==> config.mk <==
export PLATFORM = sky130hd
export DESIGN_NAME = oled_init_sequencer
export DESIGN_NICKNAME = d
export VERILOG_FILES = /design/src/rtl/oled_init_sequencer.sv
export SDC_FILE = /design/constraint.sdc
export NUM_CORES = 1
export LEC_CHECK = 0
export ABC_AREA = 1
export CAP_MARGIN = 20
export CORE_AREA = 2 2 106 108
export CTS_BUF_LIST = sky130_fd_sc_hd__clkbuf_16
export DETAILED_ROUTE_END_ITERATION = 8
export DIE_AREA = 0 0 108 110
export MAX_ROUTING_LAYER = met4
export PLACE_DENSITY = 0.62
export SLEW_MARGIN = 20
export SYNTH_ARGS = -nofsm -noshare
export SYNTH_HDL_FRONTEND = slang
export SYNTH_SLANG_ARGS = --single-unit
==> constraint.sdc <==
create_clock -name HCLK -period 1.9 [get_ports HCLK]
set_clock_uncertainty 0.2 [all_clocks]
set_input_delay 0.57 -clock HCLK [delete_from_list [all_inputs] [get_ports HCLK]]
set_output_delay 0.57 -clock HCLK [all_outputs]
set_load 0.01 [all_outputs]
==> src/rtl/oled_init_sequencer.sv <==
// oled_init_sequencer: AHB-Lite master that powers up an SSD1331-class OLED.
// After a start pulse it waits PowerDelay cycles, selects normal mode on the
// OLED manager, streams a fixed 14-byte command list (dnc, data, go, then
// poll ready for each byte), and finally hands the panel to auto mode.
module oled_init_sequencer #(
    parameter logic [31:0] BaseAddr   = 32'h4000_0000,
    parameter int          PowerDelay = 1000,
    parameter int          PollLimit  = 255
) (
    input  logic        HCLK,
    input  logic        HRESETn,
    input  logic        start,
    input  logic        HREADY,
    input  logic [31:0] HRDATA,
    output logic [31:0] HADDR,
    output logic [1:0]  HTRANS,
    output logic        HWRITE,
    output logic [2:0]  HSIZE,
    output logic [31:0] HWDATA,
    output logic        busy,
    output logic        done,
    output logic        error
);

    localparam int DW = (PowerDelay > 1) ? $clog2(PowerDelay) : 1;
    localparam int PW = (PollLimit > 1) ? $clog2(PollLimit + 1) : 1;
    localparam logic [DW-1:0] DELAY_LOAD = DW'(PowerDelay - 1);
    localparam logic [PW-1:0] POLL_MAX   = PW'(PollLimit);
    localparam logic [3:0]    LAST_IDX   = 4'd13;

    localparam logic [31:0] ADDR_C0 = BaseAddr;
    localparam logic [31:0] ADDR_C1 = BaseAddr + 32'd4;
    localparam logic [31:0] ADDR_C2 = BaseAddr + 32'd8;
    localparam logic [31:0] ADDR_C3 = BaseAddr + 32'd12;

    localparam logic [1:0] TRANS_IDLE   = 2'b00;
    localparam logic [1:0] TRANS_NONSEQ = 2'b10;

    typedef enum logic [3:0] {
        S_IDLE, S_PWR_WAIT, S_SET_NORMAL, S_CMD_DNC, S_CMD_DATA,
        S_CMD_GO, S_POLL, S_NEXT, S_SET_AUTO, S_DONE, S_ERROR
    } state_t;

    state_t         state, state_d;
    logic           dphase, dphase_d;     // 0: address phase, 1: data phase
    logic [DW-1:0]  dly_cnt, dly_d;
    logic [PW-1:0]  poll_cnt, poll_d;
    logic [3:0]     idx, idx_d;
    logic           busy_d, done_d, error_d;
    logic           xfer_done;
    logic           is_xfer;
    logic           xfer_wr;
    logic [31:0]    xfer_addr;
    logic [31:0]    xfer_data;
    logic [8:0]     rom_word;
    logic           hrdata_unused;

    // Only the ready flag in bit 0 of C[2] matters to the sequencer.
    assign hrdata_unused = ^HRDATA[31:1];
    assign HSIZE         = 3'b010;

    // Command list: {dnc, byte}; every entry is a command (dnc = 0).
    function automatic logic [8:0] rom_lookup(input logic [3:0] i);
        case (i)
            4'd0:    rom_lookup = {1'b0, 8'hAE};
            4'd1:    rom_lookup = {1'b0, 8'hA0};
            4'd2:    rom_lookup = {1'b0, 8'h72};
            4'd3:    rom_lookup = {1'b0, 8'hA1};
            4'd4:    rom_lookup = {1'b0, 8'h00};
            4'd5:    rom_lookup = {1'b0, 8'hA2};
            4'd6:    rom_lookup = {1'b0, 8'h00};
            4'd7:    rom_lookup = {1'b0, 8'hA4};
            4'd8:    rom_lookup = {1'b0, 8'hA8};
            4'd9:    rom_lookup = {1'b0, 8'h3F};
            4'd10:   rom_lookup = {1'b0, 8'hAD};
            4'd11:   rom_lookup = {1'b0, 8'h8E};
            4'd12:   rom_lookup = {1'b0, 8'hAF};
            4'd13:   rom_lookup = {1'b0, 8'h87};
            default: rom_lookup = 9'h000;
        endcase
    endfunction

    assign rom_word = rom_lookup(idx);

    // State, phase, counters and status flags; reset returns everything to idle.
    always_ff @(posedge HCLK or negedge HRESETn) begin
        if (!HRESETn) begin
            state    <= S_IDLE;
            dphase   <= 1'b0;
            dly_cnt  <= '0;
            poll_cnt <= '0;
            idx      <= '0;
            busy     <= 1'b0;
            done     <= 1'b0;
            error    <= 1'b0;
        end else begin
            // NOTE: non-blocking so every register here updates from pre-edge values.
            state    <= state_d;
            dphase   <= dphase_d;
            dly_cnt  <= dly_d;
            poll_cnt <= poll_d;
            idx      <= idx_d;
            busy     <= busy_d;
            done     <= done_d;
            error    <= error_d;
        end
    end

    // Next-state, bus drive and flag updates for the sequencer.
    always_comb begin
        // NOTE: every output of this block gets a default first so no latch is inferred.
        state_d   = state;
        dphase_d  = dphase;
        dly_d     = dly_cnt;
        poll_d    = poll_cnt;
        idx_d     = idx;
        busy_d    = busy;
        done_d    = done;
        error_d   = error;
        is_xfer   = 1'b0;
        xfer_wr   = 1'b1;
        xfer_addr = '0;
        xfer_data = '0;
        HTRANS    = TRANS_IDLE;
        HADDR     = '0;
        HWRITE    = 1'b0;
        HWDATA    = '0;
        xfer_done = dphase && HREADY;

        case (state)
            S_IDLE, S_DONE, S_ERROR: begin
                if (start) begin
                    state_d  = (PowerDelay > 1) ? S_PWR_WAIT : S_SET_NORMAL;
                    dly_d    = DELAY_LOAD;
                    poll_d   = '0;
                    idx_d    = '0;
                    dphase_d = 1'b0;
                    busy_d   = 1'b1;
                    done_d   = 1'b0;
                    error_d  = 1'b0;
                end else begin
                    state_d = S_IDLE;
                end
            end
            S_PWR_WAIT: begin
                if (dly_cnt <= DW'(1)) begin
                    dly_d   = '0;
                    state_d = S_SET_NORMAL;
                end else begin
                    dly_d = dly_cnt - 1'b1;
                end
            end
            S_SET_NORMAL: begin
                is_xfer   = 1'b1;
                xfer_addr = ADDR_C0;
                xfer_data = 32'd1;
                if (xfer_done) state_d = S_CMD_DNC;
            end
            S_CMD_DNC: begin
                is_xfer   = 1'b1;
                xfer_addr = ADDR_C1;
                xfer_data = {31'd0, rom_word[8]};
                if (xfer_done) state_d = S_CMD_DATA;
            end
            S_CMD_DATA: begin
                is_xfer   = 1'b1;
                xfer_addr = ADDR_C3;
                xfer_data = {24'd0, rom_word[7:0]};
                if (xfer_done) state_d = S_CMD_GO;
            end
            S_CMD_GO: begin
                is_xfer   = 1'b1;
                xfer_addr = ADDR_C2;
                if (xfer_done) state_d = S_POLL;
            end
            S_POLL: begin
                is_xfer   = 1'b1;
                xfer_wr   = 1'b0;
                xfer_addr = ADDR_C2;
                if (xfer_done) begin
                    poll_d = poll_cnt + 1'b1;
                    if (HRDATA[0]) begin
                        state_d = S_NEXT;
                    end else if (poll_d == POLL_MAX) begin
                        state_d = S_ERROR;
                        busy_d  = 1'b0;
                        error_d = 1'b1;
                    end
                end
            end
            S_NEXT: begin
                poll_d = '0;
                if (idx == LAST_IDX) begin
                    state_d = S_SET_AUTO;
                end else begin
                    idx_d   = idx + 1'b1;
                    state_d = S_CMD_DNC;
                end
            end
            S_SET_AUTO: begin
                is_xfer   = 1'b1;
                xfer_addr = ADDR_C0;
                if (xfer_done) begin
                    state_d = S_DONE;
                    busy_d  = 1'b0;
                    done_d  = 1'b1;
                end
            end
            default: state_d = S_IDLE;
        endcase

        // Non-pipelined transfer: NONSEQ until accepted, then a data phase held until HREADY.
        if (is_xfer) begin
            HADDR  = xfer_addr;
            HWRITE = xfer_wr;
            if (!dphase) begin
                HTRANS = TRANS_NONSEQ;
                if (HREADY) dphase_d = 1'b1;
            end else begin
                if (xfer_wr) HWDATA = xfer_data;
                if (HREADY) dphase_d = 1'b0;
            end
        end
    end

endmodule

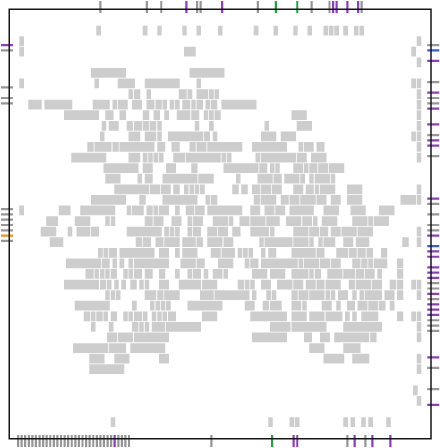
Fig. 1. I/O pins on the die edge.
Pins as bars across the die edge, other pins in gray.
[purple] `HWDATA` | pins: 32 | direction: output | edge: 19 east, 6 north, 6 south, 1 west
[orange] `HWRITE` | pins: 1 | direction: output | edge: west
[blue] `HTRANS` | pins: 2 | direction: output | edge: east
[green] `HSIZE` | pins: 3 | direction: output | edge: 2 north, 1 south
die height: 110 µm
die boundary width: 108 µm
number of port buffers: 20

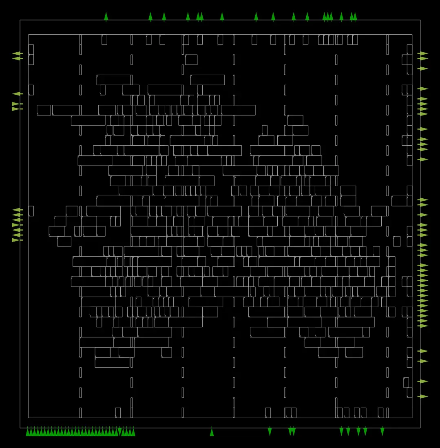
Fig. 2. Cell placement.
sequential fraction of total cell area: 0.1935
num sequential: 30

==> cell type report <==
| type | instances | area share |
|---|---|---|
| Multi-Input combinational cell | 281 | 0.4574 |
| Timing Repair Buffer | 97 | 0.2157 |
| Sequential cell | 30 | 0.1935 |
| Inverter | 55 | 0.05432 |
| Tap cell | 140 | 0.04500 |
| Clock buffer | 5 | 0.03214 |
| Clock inverter | 2 | 0.001929 |
==> cell usage in the layout, fill, tap and decap left out, types with 16 or more instances in the layout <==
master and instances:
buf_6 28, nand2_4 16, inv_1 37, inv_2 17
buf_4 53, conb_1 57, nand3_1 16, dfrtp_1 28
nand2_2 18, nand2_1 49, nor2_1 23
==> flip-flops by register name, summed over array words and instances, names as in the netlist <==
register / flops
dly_cnt: 10
poll_cnt: 8
idx: 4
state: 4
busy: 1
done: 1
dphase: 1
error: 1
==> impl_metrics.xml <==
<?xml version="1.0" encoding="UTF-8"?>
<metrics>
  <group name="clocking">
    <metric name="tritoncts" unit="">yes</metric>
    <metric name="htreeDepth" unit="">2</metric>
    <metric name="cts.clk_slew.worst_paths" unit="ps">50</metric>
  </group>
  <group name="status">
    <metric name="violations" unit="">negative setup slack</metric>
    <metric name="outcome" unit="">complete, but fails checks</metric>
  </group>
  <group name="power">
    <metric name="power.clock.total" unit="mW">0.741</metric>
    <metric name="combinationalPower" unit="mW">3.42</metric>
    <metric name="power_top_consumer" unit="">combinational logic</metric>
    <metric name="power.switching" unit="mW">2.223</metric>
    <metric name="power.combinational.fraction" unit="">0.671</metric>
  </group>
  <group name="synthesis">
    <metric name="syn-cell-area" unit="µm²">2618</metric>
    <metric name="ys_types" unit="">33</metric>
    <metric name="synth_adder_area_share" unit="">0.05736</metric>
    <metric name="compound_area_frac" unit="">0.1171</metric>
    <metric name="xor_share" unit="">0.01338</metric>
    <metric name="synth_seq_share" unit="">0.2868</metric>
    <metric name="syn_inst" unit="">368</metric>
    <metric name="synthDominantCellAreaShare" unit="">0.2868</metric>
  </group>
  <group name="worst_setup_path">
    <metric name="cp_cell_sequence" unit="">buf_4, buf_6, nand2_4, o22ai_1, or3_1, a21oi_2, buf_2</metric>
    <metric name="timing.rr.start" unit="">poll_cnt[0]</metric>
    <metric name="crit_slowest_cell" unit="">dfrtp_1</metric>
    <metric name="crit_start" unit="">idx[1]</metric>
  </group>
  <group name="route">
    <metric name="wl_per_cell" unit="µm">10.70</metric>
    <metric name="wl_final" unit="mm">6.526</metric>
    <metric name="route.met3.wl" unit="µm">305</metric>
  </group>
  <group name="global_routing">
    <metric name="gr-usage-all-layers" unit="">0.1096</metric>
    <metric name="grt_start_max_net_pins" unit="">31</metric>
  </group>
  <group name="sta">
    <metric name="finalSetupViolations" unit="">13</metric>
    <metric name="setup_ws" unit="ps">-547.0</metric>
    <metric name="finalCritPeriodShare" unit="">1.288</metric>
    <metric name="maximum_clock_frequency" unit="MHz">408.7</metric>
  </group>
  <group name="floorplan">
    <metric name="floorplanUtilization" unit="">0.2447</metric>
    <metric name="design.die.area" unit="µm²">11880</metric>
  </group>
  <group name="placement">
    <metric name="dp.cells" unit="">583</metric>
    <metric name="gp_routability_congestion" unit="">0.8787</metric>
  </group>
  <group name="run">
    <metric name="timing.max_cap.violations" unit="">0</metric>
  </group>
  <group name="finish">
    <metric name="post_layout_nonfiller_instances" unit="">610</metric>
    <metric name="utilization" unit="">0.3639</metric>
  </group>
</metrics>
No activity file was given, so power comes from the tool's default toggle rates.
